$ cat src/rtl/div_pkg.sv
// Shared types and constants for the iterative radix-2 restoring divider.
package div_pkg;

    localparam int unsigned WIDTH  = 64;
    localparam int unsigned WWIDTH = 32;
    localparam int unsigned CNT_W  = 6;

    localparam logic [WIDTH-1:0]  MIN_NEG64 = {1'b1, {(WIDTH-1){1'b0}}};
    localparam logic [WWIDTH-1:0] MIN_NEG32 = {1'b1, {(WWIDTH-1){1'b0}}};

    typedef enum logic [1:0] {
        IDLE = 2'd0,
        CALC = 2'd1,
        DONE = 2'd2
    } div_state_e;

    // Sign-extend a word-op value to full width.
    function automatic logic [WIDTH-1:0] sext_word(input logic [WWIDTH-1:0] x);
        return {{(WIDTH-WWIDTH){x[WWIDTH-1]}}, x};
    endfunction

    // Zero-extend a word-op value to full width.
    function automatic logic [WIDTH-1:0] zext_word(input logic [WWIDTH-1:0] x);
        return {{(WIDTH-WWIDTH){1'b0}}, x};
    endfunction

endpackage

$ cat src/rtl/div_restore_step.sv
// One radix-2 restoring division step (combinational).
// Ports:
//   rem_in    partial remainder before the step (always < dsr)
//   bit_in    next dividend bit shifted into the remainder
//   dsr       divisor magnitude
//   rem_out_c partial remainder after the step
//   q_bit_c   quotient bit produced by the step
module div_restore_step #(
    parameter int unsigned W = 64
) (
    input  logic [W-1:0] rem_in,
    input  logic         bit_in,
    input  logic [W-1:0] dsr,
    output logic [W-1:0] rem_out_c,
    output logic         q_bit_c
);

    logic [W:0] shifted;
    logic [W:0] diff;

    // One extra bit holds the shifted remainder; borrow out of it means "restore".
    always_comb begin
        shifted   = {rem_in, bit_in};
        diff      = shifted - {1'b0, dsr};
        q_bit_c   = ~diff[W];
        rem_out_c = q_bit_c ? diff[W-1:0] : shifted[W-1:0];
    end

endmodule

$ cat src/rtl/iter_divider.sv
// Multi-cycle radix-2 restoring divider: DIV/DIVU/REM/REMU and W variants
// with RISC-V semantics, valid/ready on both sides, flushable.
// Ports:
//   clk, rst_n            clock, synchronous active-low reset
//   flush                 abort any in-flight op, return to IDLE
//   in_valid/in_ready     request handshake (in_ready only in IDLE)
//   is_signed, is_word    op selection (signed / 32-bit word variant)
//   dividend, divisor     operands, latched at accept
//   out_valid/out_ready   result handshake; result held until accepted
//   quotient, remainder   results (word ops sign-extended from bit 31)
module iter_divider
    import div_pkg::*;
(
    input  logic             clk,
    input  logic             rst_n,
    input  logic             flush,
    input  logic             in_valid,
    output logic             in_ready,
    input  logic             is_signed,
    input  logic             is_word,
    input  logic [WIDTH-1:0] dividend,
    input  logic [WIDTH-1:0] divisor,
    output logic             out_valid,
    input  logic             out_ready,
    output logic [WIDTH-1:0] quotient,
    output logic [WIDTH-1:0] remainder
);

    div_state_e       state_q, state_d;
    logic [CNT_W-1:0] cnt_q, cnt_d;
    logic [WIDTH-1:0] rem_q, rem_d;
    logic [WIDTH-1:0] quo_q, quo_d;
    logic [WIDTH-1:0] dsr_q, dsr_d;
    logic [WIDTH-1:0] quotient_q, quotient_d;
    logic [WIDTH-1:0] remainder_q, remainder_d;
    logic             q_neg_q, q_neg_d;
    logic             r_neg_q, r_neg_d;
    logic             word_q, word_d;

    logic [WIDTH-1:0] a_ext, b_ext, a_mag, b_mag;
    logic             a_neg, b_neg, div_zero, sgn_ovf;
    logic [WIDTH-1:0] step_rem;
    logic             step_q;
    logic [WIDTH-1:0] q_raw, q_sgn, r_sgn;

    assign in_ready  = (state_q == IDLE);
    assign out_valid = (state_q == DONE);
    assign quotient  = quotient_q;
    assign remainder = remainder_q;

    // Operand extension, magnitudes and special-case detection at accept.
    always_comb begin
        if (is_word) begin
            a_ext = is_signed ? sext_word(dividend[WWIDTH-1:0]) : zext_word(dividend[WWIDTH-1:0]);
            b_ext = is_signed ? sext_word(divisor[WWIDTH-1:0])  : zext_word(divisor[WWIDTH-1:0]);
        end else begin
            a_ext = dividend;
            b_ext = divisor;
        end
        a_neg    = is_signed & a_ext[WIDTH-1];
        b_neg    = is_signed & b_ext[WIDTH-1];
        a_mag    = a_neg ? WIDTH'(-a_ext) : a_ext;
        b_mag    = b_neg ? WIDTH'(-b_ext) : b_ext;
        div_zero = (b_ext == '0);
        if (is_word) begin
            sgn_ovf = is_signed && (dividend[WWIDTH-1:0] == MIN_NEG32)
                                && (divisor[WWIDTH-1:0] == '1);
        end else begin
            sgn_ovf = is_signed && (dividend == MIN_NEG64) && (divisor == '1);
        end
    end

    // Dividend bits leave quo_q from the MSB while quotient bits enter at the LSB.
    div_restore_step #(.W(WIDTH)) u_step (
        .rem_in    (rem_q),
        .bit_in    (quo_q[WIDTH-1]),
        .dsr       (dsr_q),
        .rem_out_c (step_rem),
        .q_bit_c   (step_q)
    );

    // Final sign fix-up of the last step's results.
    always_comb begin
        q_raw = {quo_q[WIDTH-2:0], step_q};
        q_sgn = q_neg_q ? WIDTH'(-q_raw) : q_raw;
        r_sgn = r_neg_q ? WIDTH'(-step_rem) : step_rem;
    end

    // Next-state and datapath update.
    always_comb begin
        state_d     = state_q;
        cnt_d       = cnt_q;
        rem_d       = rem_q;
        quo_d       = quo_q;
        dsr_d       = dsr_q;
        quotient_d  = quotient_q;
        remainder_d = remainder_q;
        q_neg_d     = q_neg_q;
        r_neg_d     = r_neg_q;
        word_d      = word_q;

        case (state_q)
            IDLE: begin
                if (in_valid) begin
                    word_d = is_word;
                    if (div_zero) begin
                        quotient_d  = '1;
                        remainder_d = is_word ? sext_word(dividend[WWIDTH-1:0]) : dividend;
                        state_d     = DONE;
                    end else if (sgn_ovf) begin
                        quotient_d  = is_word ? sext_word(dividend[WWIDTH-1:0]) : dividend;
                        remainder_d = '0;
                        state_d     = DONE;
                    end else begin
                        // Word dividends are left-aligned so the first step sees bit 31.
                        quo_d   = is_word ? {a_mag[WWIDTH-1:0], {(WIDTH-WWIDTH){1'b0}}} : a_mag;
                        rem_d   = '0;
                        dsr_d   = b_mag;
                        q_neg_d = a_neg ^ b_neg;
                        r_neg_d = a_neg;
                        cnt_d   = is_word ? CNT_W'(WWIDTH - 1) : CNT_W'(WIDTH - 1);
                        state_d = CALC;
                    end
                end
            end
            CALC: begin
                rem_d = step_rem;
                quo_d = q_raw;
                cnt_d = cnt_q - CNT_W'(1);
                if (cnt_q == '0) begin
                    quotient_d  = word_q ? sext_word(q_sgn[WWIDTH-1:0]) : q_sgn;
                    remainder_d = word_q ? sext_word(r_sgn[WWIDTH-1:0]) : r_sgn;
                    state_d     = DONE;
                end
            end
            DONE: begin
                if (out_ready) begin
                    state_d = IDLE;
                end
            end
            default: begin
                state_d = IDLE;
            end
        endcase

        // Flush wins over any handshake in the same cycle.
        if (flush) begin
            state_d = IDLE;
        end
    end

    // State and datapath registers.
    always_ff @(posedge clk) begin
        if (!rst_n) begin
            state_q     <= IDLE;
            cnt_q       <= '0;
            rem_q       <= '0;
            quo_q       <= '0;
            dsr_q       <= '0;
            quotient_q  <= '0;
            remainder_q <= '0;
            q_neg_q     <= 1'b0;
            r_neg_q     <= 1'b0;
            word_q      <= 1'b0;
        end else begin
            state_q     <= state_d;
            cnt_q       <= cnt_d;
            rem_q       <= rem_d;
            quo_q       <= quo_d;
            dsr_q       <= dsr_d;
            quotient_q  <= quotient_d;
            remainder_q <= remainder_d;
            q_neg_q     <= q_neg_d;
            r_neg_q     <= r_neg_d;
            word_q      <= word_d;
        end
    end

endmodule

$ cat config.mk
export PLATFORM = sky130hd
export DESIGN_NAME = iter_divider
export DESIGN_NICKNAME = d
export VERILOG_FILES = /design/src/rtl/div_pkg.sv /design/src/rtl/div_restore_step.sv /design/src/rtl/iter_divider.sv
export SDC_FILE = /design/constraint.sdc
export NUM_CORES = 1
export LEC_CHECK = 0
export CAP_MARGIN = 0
export CORE_MARGIN = 1
export CORE_UTILIZATION = 55
export DETAILED_ROUTE_END_ITERATION = 6
export PLACE_DENSITY_LB_ADDON = 0.1
export RECOVER_POWER = 50
export SLEW_MARGIN = 20
export SYNTH_ARGS = -nofsm -noshare
export SYNTH_HDL_FRONTEND = slang
export SYNTH_SLANG_ARGS = --single-unit
$ cat constraint.sdc
create_clock -name clk -period 12.2 [get_ports clk]
set_input_delay 1.83 -clock clk [delete_from_list [all_inputs] [get_ports clk]]
set_output_delay 1.83 -clock clk [all_outputs]
set_load 0.02 [all_outputs]
Fig. 1: run 1, close-up of the layout
The bar under the picture is 10 µm long. Window x 100 to 125, y 145 to 170 µm. Cells in gray, sequential cells in the stronger gray; small squares are vias.
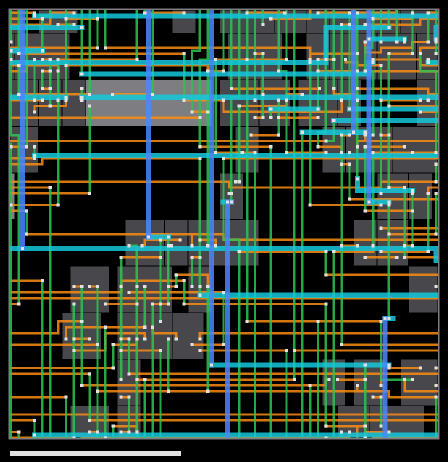
met4 -> blue
met3 -> cyan
met1 -> orange
met2 -> green
cells with their middle in the window = 43
sequential cells in the window = 1
most frequent = nor2_1 (6), nand2_1 (5)
netlist names of flops here include = quo_q (1)

Fig. 2: run 1, cells by drive strength
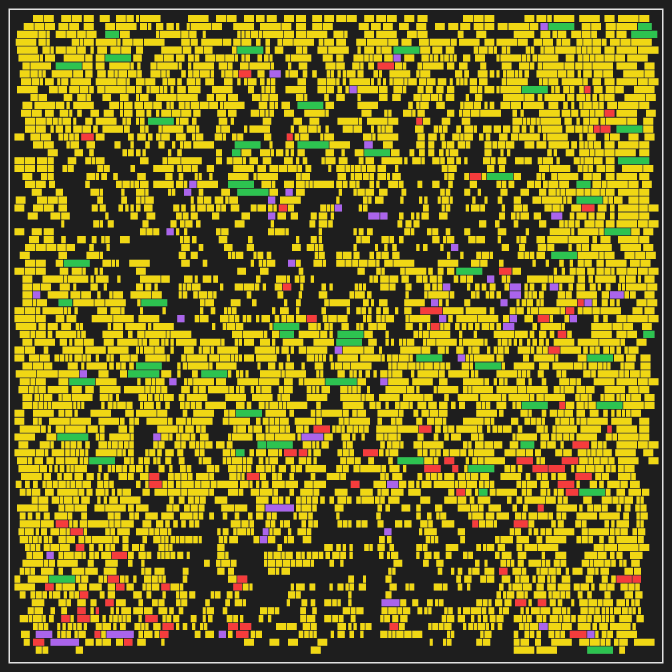
drive 2 -> red  # cells 80, share 2.1%, most used a21oi_2
drive 3 to 4 -> purple  # cells 52, share 1.4%, most used buf_4
drive 1 or less -> yellow  # cells 3,584, share 95%, most used nand2_1
drive 6 and up -> green  # cells 56, share 1.5%, most used clkbuf_16

Fig. 3: run 1, routed clock nets over the placement
The bar under the picture is 50 µm long.
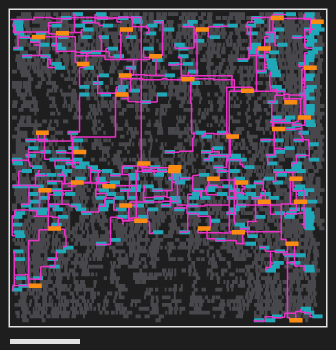
clock wires -> magenta  # length 4,790 µm
cells driving clock nets -> orange  # count 39
flip-flops -> cyan  # count 331
routed clock nets = 40

Fig. 4: run 1, placement view
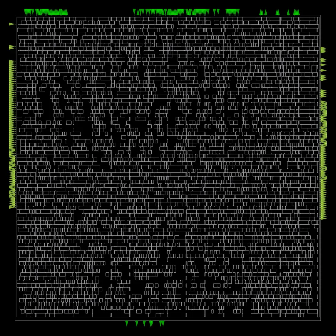
Fill cells: 4,311
total core area: 49,000 µm²
seq_cells: 331

==> impl_metrics.json, run 1 <==
{
  "grt_pass1_wl_um": 173000,
  "die_h_um": 225,
  "path_buffers": 3,
  "post_cts_buffers": 0,
  "crit_fanout": 76,
  "violations": "capacitance limit, slew limit",
  "cts_tree": "built",
  "peakVddDrop_v": 0.000109,
  "relSlewSlack_pct": -107,
  "crit_family": "buffers and inverters",
  "ys_area_um2": 27300,
  "hp-class": "flop to flop",
  "edf_count": 0,
  "ys_cells": 3673,
  "logic_area_um2": 19000,
  "slowest_stage": "clkbuf_1",
  "timing.final.ws_setup_ns": 2.92,
  "slowest_delay_ns": 2.25,
  "crit_required_ns": 12.68,
  "io_buffers": 264,
  "ys_seq_elements": 331,
  "cts-resized-gates": 0,
  "finalSetupViolCount": 0,
  "ioPinCount": 265,
  "cts_buffer_depth": 3,
  "area_leaders": "dfxtp_1 24%, o21ai_0 5.5%, nand2_1 5.2%",
  "clock_skew_ns": 0.0222,
  "synth_top_area_share_pct": 24.3,
  "outcome": "finished with violations",
  "core_util_floorplan_pct": 55.7,
  "antenna_left": 0,
  "p_per_area_nw_per_um2": 105,
  "maxCapViolations": 4,
  "row_count": 81,
  "avgRoutedWirePerCell_um": 26.5,
  "root_buffer": "clkbuf_16",
  "grt_setup_unrepaired": "false",
  "seqCellArea_um2": 6630,
  "start_kind": "input port",
  "ys_warn_count": 0,
  "drive_gt1_share_pct": 4.98,
  "period_minus_slack_ns": 9.28,
  "die_x_um": 225,
  "end_kind": "flop",
  "synthArstFlopShare_pct": 0,
  "hpwl_um": 89600,
  "clkTransAtPathRegs_ns": 0.06,
  "vias": 31328,
  "clock_latency_ns": 0.59,
  "grt_pass1_vias": 28226,
  "yosys_most_used_dff": "dfxtp_1",
  "finalHoldViolations": 0,
  "layout_worst_path_cycle_share_pct": 76.1,
  "wl_um": 118000,
  "max_freq_mhz": 108,
  "slew_violations": 140,
  "drt_iter0_markers": 4794,
  "synthesis.area_um2": 27300,
  "grt_max_degree": 124,
  "crit_type": "input port to flop",
  "numCtsBuffers": 39,
  "chipArea_um2": 50500,
  "synthCells": 3673,
  "synth_top_cell_by_count": "nand2_1",
  "fin_setup_tns_ns": 0,
  "path_cells": "clkbuf_1, clkbuf_1, and2_0, a21oi_1, nor2b_1, clkbuf_1, o21ai_0, xor2_1, nand2_1, o211ai_1, nand3_1, o211a_1",
  "vias_per_cell": 7.05,
  "pre_cts_ws_ns": 4.96,
  "yosysUniqueCellTypes": 114,
  "grt_overflow_total": 0,
  "worstPathArrival_ns": 9.76,
  "areaGrowthSynthToFinish_pct": 14.5,
  "cts.htree.levels": 2,
  "drt_first_pass_iters": 6,
  "nets": 3949,
  "warnings": 31,
  "yosys.stat.seqShare_pct": 24.3,
  "antenna_found_initial": 10,
  "avgSynthCellArea_um2": 7.42,
  "top_area_cell": "dfxtp_1",
  "path_common_cell": "clkbuf_1",
  "ctsHoldBuffers": 0,
  "leakage_nw": 12.8,
  "synthTopCellsByCount": "377 x nand2_1, 331 x dfxtp_1, 302 x o21ai_0"
}
run 1: worst paths after layout:
kind,from,to,cells past startpoint,slack (ns)
worst max-delay path,is_word,quo_q[39],12,2.92
worst min-delay path,dsr_q[35],dsr_q[35],2,0.47
worst max register to register,dsr_q[60],remainder[51],16,4.83
worst min register to register,dsr_q[35],dsr_q[35],2,0.47
run 1: logic make-up (layout without fill, tap and decap cells):
kind of cell	after synthesis	after routing	share of synthesized area, %
flops	331	331	24.3
compound gates	1255	1255	32.4
xor+xnor	265	265	8.54
mux	44	44	1.64
simple gates	1307	1307	23.8
buf+inv	399	498	5.97
other cells	0	5	0
fa+ha+maj	72	72	3.33
run 1: per-layer routing:
layer,track usage [%],part of all wire (%),up-vias
met1,57.5,38,14761
li1,-,-,13715
met2,67.8,43,2335
met5,0,0.076,-
met4,25.7,6.5,12
met3,10.9,13,505
run 1: registers in the layout, indices dropped and copies added, names as in the netlist:
| signal | cells |
|---|---|
| q_neg_q | 1 |
| dsr_q | 64 |
| remainder | 64 |
| state_q | 2 |
| word_q | 1 |
| rem_q | 64 |
| r_neg_q | 1 |
| cnt_q | 6 |
| quotient | 64 |
| quo_q | 64 |
run 1: placed cells by master (no fill, tap or decap), types with 66 or more instances in the layout:
| cell type | n |
|---|---|
| a21oi_1 | 228 |
| and2_1 | 82 |
| clkdlybuf4s50_1 | 132 |
| dfxtp_1 | 330 |
| dlygate4sd3_1 | 130 |
| ha_1 | 71 |
| inv_1 | 128 |
| nand2_1 | 377 |
| nand3_1 | 140 |
| nor2_1 | 261 |
| nor3_1 | 90 |
| o211a_1 | 93 |
| o211ai_1 | 66 |
| o21ai_0 | 303 |
| xnor2_1 | 148 |
| xor2_1 | 116 |
run 1: final cells by class:
type	count	area share, %
tap	664	2.66
clock inverter	17	0.857
antenna	5	0.0401
sequential	331	21.2
clock buffer	54	3.50
timing repair buffer	297	9.20
multi-input combinational	2943	60.9
inverter	130	1.57
run 1: per-stage QoR:
stage / cell area, µm² / hold WS, ns / util (%) / std cells / power (mW)
2_1_floorplan: 27300 / 0.441 / - / 3673 / 1.70
3_3_place_gp: 29900 / 0.453 / 61.1 / 4365 / 1.98
3_5_place_dp: 29900 / 0.461 / 61.1 / 4365 / 2.00
4_1_cts: 31300 / 0.468 / 63.8 / 4436 / 3.25
5_1_grt: 31200 / 0.483 / 63.8 / 4436 / 3.37
6_report: 31200 / 0.468 / 63.8 / 4441 / 3.29
run 1: worst register-to-register path, delay by kind of cell, from the launching register on:
| family | cells | cell delay [ns] |
|---|---|---|
| buffers and inverters | 3 | 1.21 |
| flip-flops | 1 | 0.35 |
| adder cells (fa/ha/maj) | 1 | 0.58 |
| AND/OR/NAND/NOR | 4 | 1.47 |
| XOR/XNOR | 1 | 0.18 |
| AND-OR/OR-AND | 7 | 3.50 |
run 1: where the power goes:
part	total [mW]	internal (mW)	leakage (nW)	switching (mW)
combinational	0.837	0.281	9.41	0.556
sequential	1.18	1.13	2.70	0.0522
clock	1.27	0.759	0.650	0.516
==> inputs of run 2 (changes only) <==
Settings changed: CORE_UTILIZATION 55 to 54.
Clock period 12.2 ns to 8.12 ns, I/O delays scaled along.
Fig. 5: run 2, close-up of the layout
The bar under the picture is 10 µm long. Window x 101 to 126, y 146 to 171 µm. Cells in gray, sequential cells in the stronger gray; small squares are vias.
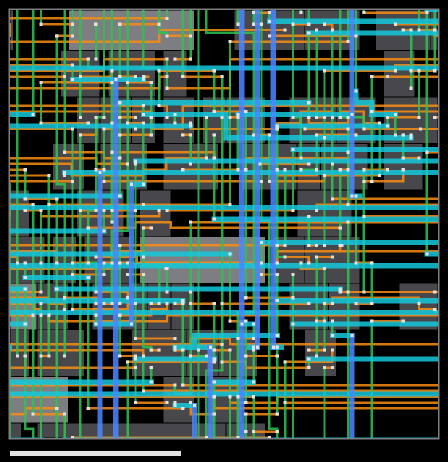
met1 -> orange
met4 -> blue
met2 -> green
met3 -> cyan
netlist names of flops here include = quo_q (2)
cells with their middle in the window = 48
most frequent = nand2_1 (8), o21ai_0 (6)
sequential cells in the window = 2

Fig. 6: run 2, signal metal coverage by tile
The die is cut into 23 by 23 equal tiles; dark blue is low, red is high, scaled to the fullest tile. Values are wire area over tile area, all layers added.
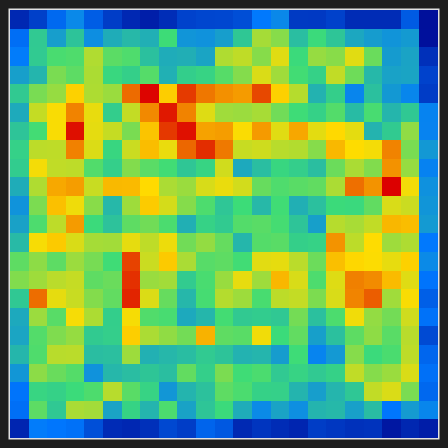
tiles over half the peak = 57%
mean over tiles = 0.40
fullest tile = 0.76

==> impl_metrics.json, run 2 <==
{
  "outcome": "finished with violations",
  "violations": "DRC, capacitance limit, slew limit",
  "path_buffers": 3,
  "die_h_um": 227,
  "cts-resized-gates": 0,
  "ys_warn_count": 0,
  "area_leaders": "dfxtp_1 24%, o21ai_0 5.5%, nand2_1 5.2%",
  "path_cells": "dlygate4sd3_1, a21oi_1, clkbuf_1, a21oi_1, and4b_1, or2_0, nor3b_1, nand2_1, clkbuf_1, nor3_1, a21oi_1, nor2b_1",
  "cts_buffer_depth": 3,
  "ys_area_um2": 27300,
  "grt_pass1_vias": 28324,
  "synth_top_cell_by_count": "nand2_1",
  "fin_setup_tns_ns": 0,
  "place_area_um2": 29900,
  "clock_sinks": 331,
  "clkTransAtPathRegs_ns": 0.06,
  "io_buffers": 264,
  "hp-class": "flop to flop",
  "peakVddDrop_v": 0.000192,
  "final_layout_top_logic_cells": "377 x nand2_1, 329 x dfxtp_1, 302 x o21ai_0",
  "path_common_cell": "a21oi_1",
  "drc": 5,
  "yosys.stat.seqShare_pct": 24.3,
  "ys_cells": 3673,
  "top_area_cell": "dfxtp_1",
  "yosysUniqueCellTypes": 114,
  "finalSetupViolCount": 0,
  "worstPathArrival_ns": 7.54,
  "avgSynthCellArea_um2": 7.42,
  "layout_worst_path_cycle_share_pct": 86.8,
  "crit_required_ns": 8.61,
  "power.net_switching_mw": 1.68,
  "antenna_left": 0,
  "synthesis.area_um2": 27300,
  "leakage_nw": 12.8,
  "internal_power_mw": 3.20,
  "synth_xor_xnor_area_share_pct": 8.54,
  "maxCapViolations": 6,
  "warnings": 34,
  "grt_max_degree": 119,
  "final_area_um2": 31200,
  "antenna_found_initial": 4,
  "mux_area_share_pct": 1.64,
  "swShare_pct": 34.4,
  "areaGrowthSynthToFinish_pct": 14.6,
  "crit_family": "simple AND/OR/NAND/NOR gates",
  "yosys.area_share.simple_pct": 23.8,
  "power_mw": 4.89,
  "finalHoldViolations": 0,
  "synthTopCellsByCount": "377 x nand2_1, 331 x dfxtp_1, 302 x o21ai_0",
  "ys_seq_elements": 331,
  "drt_first_pass_iters": 7,
  "drt_iter0_markers": 4154,
  "ioPinCount": 265,
  "edf_count": 0,
  "worst_pin_slew_ns": 4.74,
  "clock_latency_ns": 0.59,
  "numCtsBuffers": 41,
  "core_util_floorplan_pct": 55.2,
  "core_area_um2": 49400,
  "slowest_delay_ns": 1.49,
  "yosys_most_used_dff": "dfxtp_1",
  "synth_top_area_share_pct": 24.3,
  "seqPwrFrac_pct": 36.3,
  "root_buffer": "clkbuf_16",
  "start_kind": "input port",
  "synthCells": 3673,
  "grt_overflow_total": 0,
  "hpwl_um": 87700,
  "final_common_cell": "nand2_1",
  "vias": 30676,
  "slew_violations": 332,
  "adder_share_pct": 3.33,
  "vias_per_cell": 6.91,
  "combPwrFrac_pct": 25.4,
  "relSlewSlack_pct": -216,
  "drive_gt1_share_pct": 5.16,
  "syn_nets": 3880,
  "final_util_pct": 63.3,
  "wl_um": 116000,
  "ys_sh_aoi_pct": 32.4,
  "cts_tree": "built",
  "avgRoutedWirePerCell_um": 26.2,
  "clockPowerShare_pct": 38.4,
  "ctsHoldBuffers": 0,
  "nets": 3955,
  "period_minus_slack_ns": 7.05,
  "slowest_stage": "nor3b_1",
  "die_x_um": 227,
  "chipArea_um2": 51400,
  "max_freq_mhz": 142,
  "end_kind": "flop",
  "worst_hold_slack_ns": 0.463,
  "crit_fanout": 38,
  "grt.total_usage_pct": 43.8,
  "post_cts_buffers": 0,
  "grt_setup_unrepaired": "false",
  "gp_congestion": 1.05,
  "crit_type": "input port to flop",
  "synthArstFlopShare_pct": 0,
  "p_per_area_nw_per_um2": 156,
  "cts.htree.levels": 2,
  "grt_pass1_wl_um": 172000,
  "clock_skew_ns": 0.0271,
  "synth.comb.largest_family": "AND-OR/OR-AND gates"
}
Fig. 7: run 2, placement view
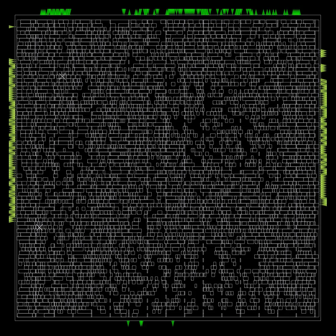
Finished Layout Cells: 4,441
Fill cells: 4,408
num rows: 81

-- run 2: cell counts after synthesis --
No cell type changed its count.
-- run 2: per-stage QoR --
stage | setup WS (ns) | instances
2_1_floorplan | 2.60 | 3673
3_3_place_gp | 1.83 | 4369
3_5_place_dp | 1.72 | 4369
4_1_cts | 1.85 | 4440
5_1_grt | 1.00 | 4441
6_report | 1.07 | 4441
-- run 2: path summary, 6_finish.rpt --
check          startpoint             to  slack (ns)  cells past startpoint
min          quotient[23]   quotient[23]        0.46                      2
max reg2reg     dsr_q[60]  remainder[60]        1.56                     21
min reg2reg  quotient[23]   quotient[23]        0.46                      2
max           divisor[31]      dsr_q[41]        1.07                     12
-- run 2: metal layers --
layer	vias to the layer above	track usage (%)	share of wire, %
met3	401	11.8	12
li1	13728	-	-
met2	1997	66.7	43
met4	2	25.1	6.3
met1	14548	55.3	39
met5	-	0	0.0095
-- run 2: kinds of logic after synthesis --
logic type | Yosys count
AOI/OAI and AO/OA | 1255
xor gates and xnor gates | 265
adders and majority gates | 72
buffers and inverters | 399
DFF | 331
muxes | 44
and+or+nand+nor | 1307
-- run 2: power groups by stage --
| stage | Sequential [mW] | Combinational, mW | Clock [mW] |
|---|---|---|---|
| after CTS | 1.77 | 1.20 | 1.87 |
| after global routing | 1.78 | 1.32 | 1.93 |
| after floorplan | 1.79 | 0.763 | 0 |
| after global placement | 1.80 | 1.18 | 0 |
| final | 1.77 | 1.24 | 1.87 |
| after detailed placement | 1.80 | 1.19 | 0 |
-- run 2: worst register-to-register path, cell delays in order, from the launching register on --
cell and delay, ns:
dfxtp_1 0.38, inv_1 0.11, ha_1 0.57, nand4_1 0.25, or4_1 0.58, o211ai_1 0.30
o21ai_0 0.25, o211a_4 0.22, inv_4 0.20, nor2_1 0.09, a21oi_1 0.22, ha_1 0.27
nor4b_1 0.51, nor2b_1 0.24, nand2_1 0.10, nor4_1 0.18, a41oi_1 0.20, nor4_2 0.64
nand2_1 0.25, o311a_1 0.41, nor4b_1 0.36, nor2_1 0.08
-- run 2: area by class of cell --
class / instances / area (µm²)
multi-input combinational: 2943 / 19000
fill: 4408 / 18100
sequential: 331 / 6630
timing repair buffer: 301 / 2910
clock buffer: 55 / 1140
tap: 664 / 831
inverter: 130 / 490
clock inverter: 16 / 203
antenna: 1 / 2.50
No activity file was given, so power comes from the tool's default toggle rates.
